Figure 1. Clock wiring as the flow saved it.
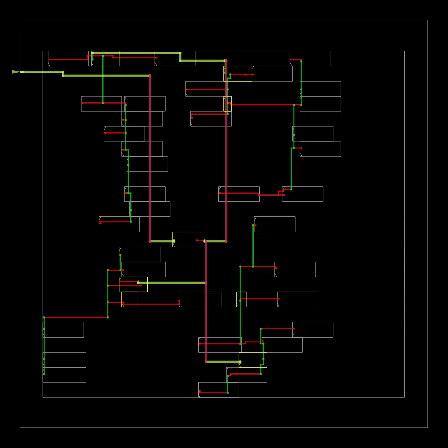
Figure 2. The metal 1 layer.
Supply wires on this layer in gray.
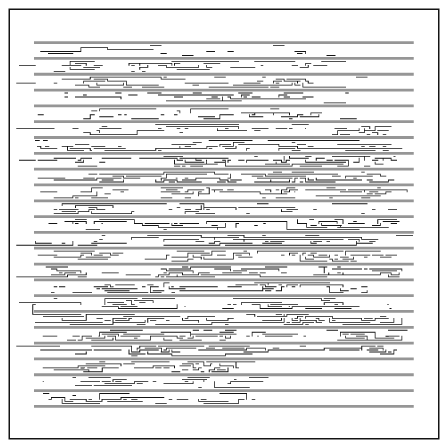
--- config.mk ---
export PLATFORM = sky130hd
export DESIGN_NAME = ss_shift_sequencer
export DESIGN_NICKNAME = d
export VERILOG_FILES = /design/src/rtl/ss_pkg.sv /design/src/rtl/ss_rr_arbiter.sv /design/src/rtl/ss_shift_sequencer.sv
export SDC_FILE = /design/constraint.sdc
export NUM_CORES = 1
export LEC_CHECK = 0
export CAP_MARGIN = 30
export CORE_MARGIN = 4
export CORE_UTILIZATION = 52
export DETAILED_ROUTE_END_ITERATION = 10
export PLACE_DENSITY = 0.77
export SKIP_CTS_REPAIR_TIMING = 1
export SLEW_MARGIN = 10
export SYNTH_ARGS = -nofsm -noshare
export SYNTH_HDL_FRONTEND = slang
export SYNTH_SLANG_ARGS = --single-unit
--- constraint.sdc ---
create_clock -name clk -period 2.5 [get_ports clk]
set_input_delay 0.75 -clock clk [delete_from_list [all_inputs] [get_ports clk]]
set_output_delay 0.75 -clock clk [all_outputs]
set_load 0.005 [all_outputs]
--- src/rtl/ss_pkg.sv ---
// Shared definitions for the shift-register sequencer: FSM state encoding and default word width.
package ss_pkg;

  localparam int unsigned SsWidth = 8;

  typedef enum logic [1:0] {
    StIdle,
    StSend,
    StDrain,
    StResp
  } ss_state_e;

endpackage

--- src/rtl/ss_rr_arbiter.sv ---
// Two-way round-robin arbiter; the requester not granted last wins a tie, req0 after reset.
module ss_rr_arbiter (
  input  logic clk_i,
  input  logic rst_i,
  input  logic en_i,
  input  logic req0_i,
  input  logic req1_i,
  output logic gnt0_o,
  output logic gnt1_o,
  output logic gnt_o,
  output logic gnt_id_o
);

  // prio_q names the requester that wins when both are requesting
  logic prio_q, prio_d;

  always_comb begin
    gnt0_o = 1'b0;
    gnt1_o = 1'b0;
    if (en_i) begin
      if (req0_i && req1_i) begin
        gnt0_o = ~prio_q;
        gnt1_o = prio_q;
      end else begin
        gnt0_o = req0_i;
        gnt1_o = req1_i;
      end
    end
  end

  assign gnt_o    = gnt0_o | gnt1_o;
  assign gnt_id_o = gnt1_o;

  always_comb begin
    prio_d = prio_q;
    if (gnt_o) begin
      prio_d = gnt0_o;
    end
  end

  always_ff @(posedge clk_i) begin
    if (rst_i) begin
      prio_q <= 1'b0;
    end else begin
      prio_q <= prio_d;
    end
  end

endmodule

--- src/rtl/ss_shift_sequencer.sv ---
// Serializes an arbitrated word into an external serial shift register, drains it back and
// reports the returned word together with a match flag.
module ss_shift_sequencer
  import ss_pkg::*;
#(
  parameter int unsigned WIDTH = SsWidth
) (
  input  logic             clk,
  input  logic             rst,
  input  logic             ena,
  input  logic             req0_valid,
  input  logic [WIDTH-1:0] req0_data,
  input  logic             req0_dir,
  output logic             req0_ready,
  input  logic             req1_valid,
  input  logic [WIDTH-1:0] req1_data,
  input  logic             req1_dir,
  output logic             req1_ready,
  output logic             sr_data_in,
  output logic             sr_leri,
  output logic             sr_ena,
  input  logic             sr_data_out,
  output logic             rsp_valid,
  output logic             rsp_id,
  output logic [WIDTH-1:0] rsp_data,
  output logic             rsp_match,
  output logic             busy
);

  localparam int unsigned CntW = $clog2(WIDTH) + 1;
  localparam int unsigned IdxW = (WIDTH > 1) ? $clog2(WIDTH) : 1;
  localparam logic [CntW-1:0] CntLast = CntW'(WIDTH - 1);

  ss_state_e state_q, state_d;

  logic [CntW-1:0]  cnt_q, cnt_d;
  logic [WIDTH-1:0] word_q, word_d;
  logic [WIDTH-1:0] cap_q, cap_d;
  logic [WIDTH-1:0] rsp_data_q, rsp_data_d;
  logic             dir_q, dir_d;
  logic             id_q, id_d;
  logic             rsp_id_q, rsp_id_d;
  logic             rsp_match_q, rsp_match_d;

  logic             arb_en;
  logic             gnt0, gnt1, gnt, gnt_id;
  logic             cnt_last;
  logic [IdxW-1:0]  cnt_idx;
  logic [IdxW-1:0]  bit_idx;

  // Grants only from IDLE, never while frozen or while reset is asserted.
  assign arb_en = ena && !rst && (state_q == StIdle);

  ss_rr_arbiter u_arb (
    .clk_i    (clk),
    .rst_i    (rst),
    .en_i     (arb_en),
    .req0_i   (req0_valid),
    .req1_i   (req1_valid),
    .gnt0_o   (gnt0),
    .gnt1_o   (gnt1),
    .gnt_o    (gnt),
    .gnt_id_o (gnt_id)
  );

  assign cnt_last = (cnt_q == CntLast);
  assign cnt_idx  = cnt_q[IdxW-1:0];
  // Word bit position of the current step in send order; shared by SEND and DRAIN.
  assign bit_idx  = dir_q ? (IdxW'(WIDTH - 1) - cnt_idx) : cnt_idx;

  // State register
  always_ff @(posedge clk) begin
    if (rst) begin
      state_q <= StIdle;
    end else if (ena) begin
      state_q <= state_d;
    end
  end

  // Next-state logic
  always_comb begin
    state_d = state_q;
    unique case (state_q)
      StIdle:  if (gnt) state_d = StSend;
      StSend:  if (cnt_last) state_d = StDrain;
      StDrain: if (cnt_last) state_d = StResp;
      StResp:  state_d = StIdle;
      default: state_d = StIdle;
    endcase
  end

  // Datapath next-state: latch on grant, step the counter, assemble returned bits.
  always_comb begin
    cnt_d       = cnt_q;
    word_d      = word_q;
    dir_d       = dir_q;
    id_d        = id_q;
    cap_d       = cap_q;
    rsp_data_d  = rsp_data_q;
    rsp_id_d    = rsp_id_q;
    rsp_match_d = rsp_match_q;
    unique case (state_q)
      StIdle: begin
        if (gnt) begin
          word_d = gnt_id ? req1_data : req0_data;
          dir_d  = gnt_id ? req1_dir : req0_dir;
          id_d   = gnt_id;
          cnt_d  = '0;
        end
      end
      StSend: begin
        cnt_d = cnt_last ? '0 : cnt_q + CntW'(1);
      end
      StDrain: begin
        cnt_d          = cnt_last ? '0 : cnt_q + CntW'(1);
        cap_d[bit_idx] = sr_data_out;
        if (cnt_last) begin
          rsp_data_d  = cap_d;
          rsp_id_d    = id_q;
          rsp_match_d = (cap_d == word_q);
        end
      end
      default: ;
    endcase
  end

  always_ff @(posedge clk) begin
    if (rst) begin
      cnt_q       <= '0;
      word_q      <= '0;
      dir_q       <= 1'b0;
      id_q        <= 1'b0;
      cap_q       <= '0;
      rsp_data_q  <= '0;
      rsp_id_q    <= 1'b0;
      rsp_match_q <= 1'b0;
    end else if (ena) begin
      cnt_q       <= cnt_d;
      word_q      <= word_d;
      dir_q       <= dir_d;
      id_q        <= id_d;
      cap_q       <= cap_d;
      rsp_data_q  <= rsp_data_d;
      rsp_id_q    <= rsp_id_d;
      rsp_match_q <= rsp_match_d;
    end
  end

  // Output logic
  always_comb begin
    busy       = (state_q != StIdle);
    sr_ena     = 1'b0;
    sr_leri    = 1'b0;
    sr_data_in = 1'b0;
    rsp_valid  = 1'b0;
    unique case (state_q)
      StSend: begin
        sr_ena     = ena;
        sr_leri    = dir_q;
        sr_data_in = word_q[bit_idx];
      end
      StDrain: begin
        sr_ena  = ena;
        sr_leri = dir_q;
      end
      StResp:  rsp_valid = ena;
      default: ;
    endcase
  end

  assign req0_ready = gnt0;
  assign req1_ready = gnt1;
  assign rsp_data   = rsp_data_q;
  assign rsp_id     = rsp_id_q;
  assign rsp_match  = rsp_match_q;

endmodule
==> impl_metrics.csv <==
group,metric,value,unit
global_route,grt_use_met1,28.1,%
floorplan,die_w,73.6,um
yosys,ys_sh_adder,2.79,%
power,powerDensity,423,nW/um2
run,tool_warnings,30,
sta,period_used_share,96.4,%
status,status,"finished clean",
sta,timing_max_transition_violations_final,0,
floorplan,core_area,4090,um2
yosys,top_cell_area_share,31.3,%
floorplan,fp_util,54.8,%
cts,clock_path_buffers,2,
power,power.switching,0.352,mW
finish,most-common-layout-cells,"38 x nand2_1, 38 x buf_4, 35 x clkdlybuf4s50_1",
setup_path,crit_fanout,8,
floorplan,die_area,5420,um2
yosys,edf_count,0,
global_route,grt_pass1_wl,9240,um
routing,wl_met1,2630,um
yosys,yosysWarnings,0,
routing,finalWirelength,5750,um
finish,diodes,0,
sta,rsz0062_at_grt,"yes",
yosys,top_cells_by_count,"38 x nand2_1, 35 x dfxtp_1, 30 x a21oi_1, 24 x nor2_1, 15 x mux2i_1",
power,internal_power,0.921,mW
yosys,avgSynthCellArea,7.97,um2
routing,drt_pass1_iterations,4,
global_route,grt.overflow.total,0,
setup_path,worst-endpoint-required,1.75,ns
yosys,top_cell,"nand2_1",
cts,clock-sinks,35,
sta,slew_headroom,73.3,%
run,timing.max_cap.violations,0,
routing,num_vias,2210,
placement,routabilityCongestion,0.867,
routing,drc,0,
yosys,yosys_most_used_dff,"dfxtp_1",
global_route,antenna_found_initial,0,
finish,drive_above_1_share,20.4,%
finish,area.growth.synth_to_final,34.5,%
finish,comb_area,1410,um2
finish,flop_area,707,um2
yosys,ys_seq_share,31.3,%
Back to the opening pictures, Figure 1:
clk latency late pin: 0.29 ns
CTS buffer count: 5
clock network power: 0.401 mW
clock buf count: 6

Back to the opening pictures, Figure 2:
The wires run mostly horizontal. The longest straight run is 22.5 um.

-- path summary, 6_finish.rpt --
path	start	end	slack (ns)	depth (start not counted)
worst min-delay path	rsp_data[2]	rsp_data[2]	0.45	2
worst max register to register	cnt_q[0]	rsp_match	0.30	7
worst min register to register	rsp_data[2]	rsp_data[2]	0.45	2
worst max-delay path	state_q[1]	sr_leri	0.09	4
-- power by group through the flow --
stage | combinational, mW | clock (mW) | sequential (mW)
3_5_place_dp | 0.268 | 0 | 0.602
6_report | 0.281 | 0.401 | 0.591
5_1_grt | 0.306 | 0.431 | 0.593
4_1_cts | 0.269 | 0.409 | 0.590
2_1_floorplan | 0.160 | 0 | 0.599
3_3_place_gp | 0.261 | 0 | 0.602
-- registers in the layout, indices dropped and copies added, names as in the netlist --
signal / flops
rsp_match: 1
state_q: 2
dir_q: 1
u_arb.prio_q: 1
word_q: 8
rsp_id: 1
cnt_q: 4
cap_q: 8
id_q: 1
rsp_data: 8
-- per-stage QoR --
step | utilization, % | instance area (um2) | power (mW)
2_1_floorplan | - | 2240 | 0.759
3_3_place_gp | 70.2 | 2870 | 0.863
3_5_place_dp | 70.2 | 2870 | 0.870
4_1_cts | 72.3 | 2960 | 1.27
5_1_grt | 73.7 | 3010 | 1.33
6_report | 73.7 | 3010 | 1.27
-- critical path, cell delays in order, from the launching register on --
cell and delay, ns:
dfxtp_2 0.35, inv_1 0.09, ha_4 0.32, and2_1 0.12, clkdlybuf4s50_1 0.49
-- area by class of cell --
type | count | area share [%]
clock buffer | 6 | 2.41
tap | 50 | 2.08
clock inverter | 2 | 0.416
multi-input combinational | 216 | 46.8
timing repair buffer | 79 | 23.6
inverter | 10 | 1.25
sequential | 35 | 23.5
Power and IR drop assume default switching activity.
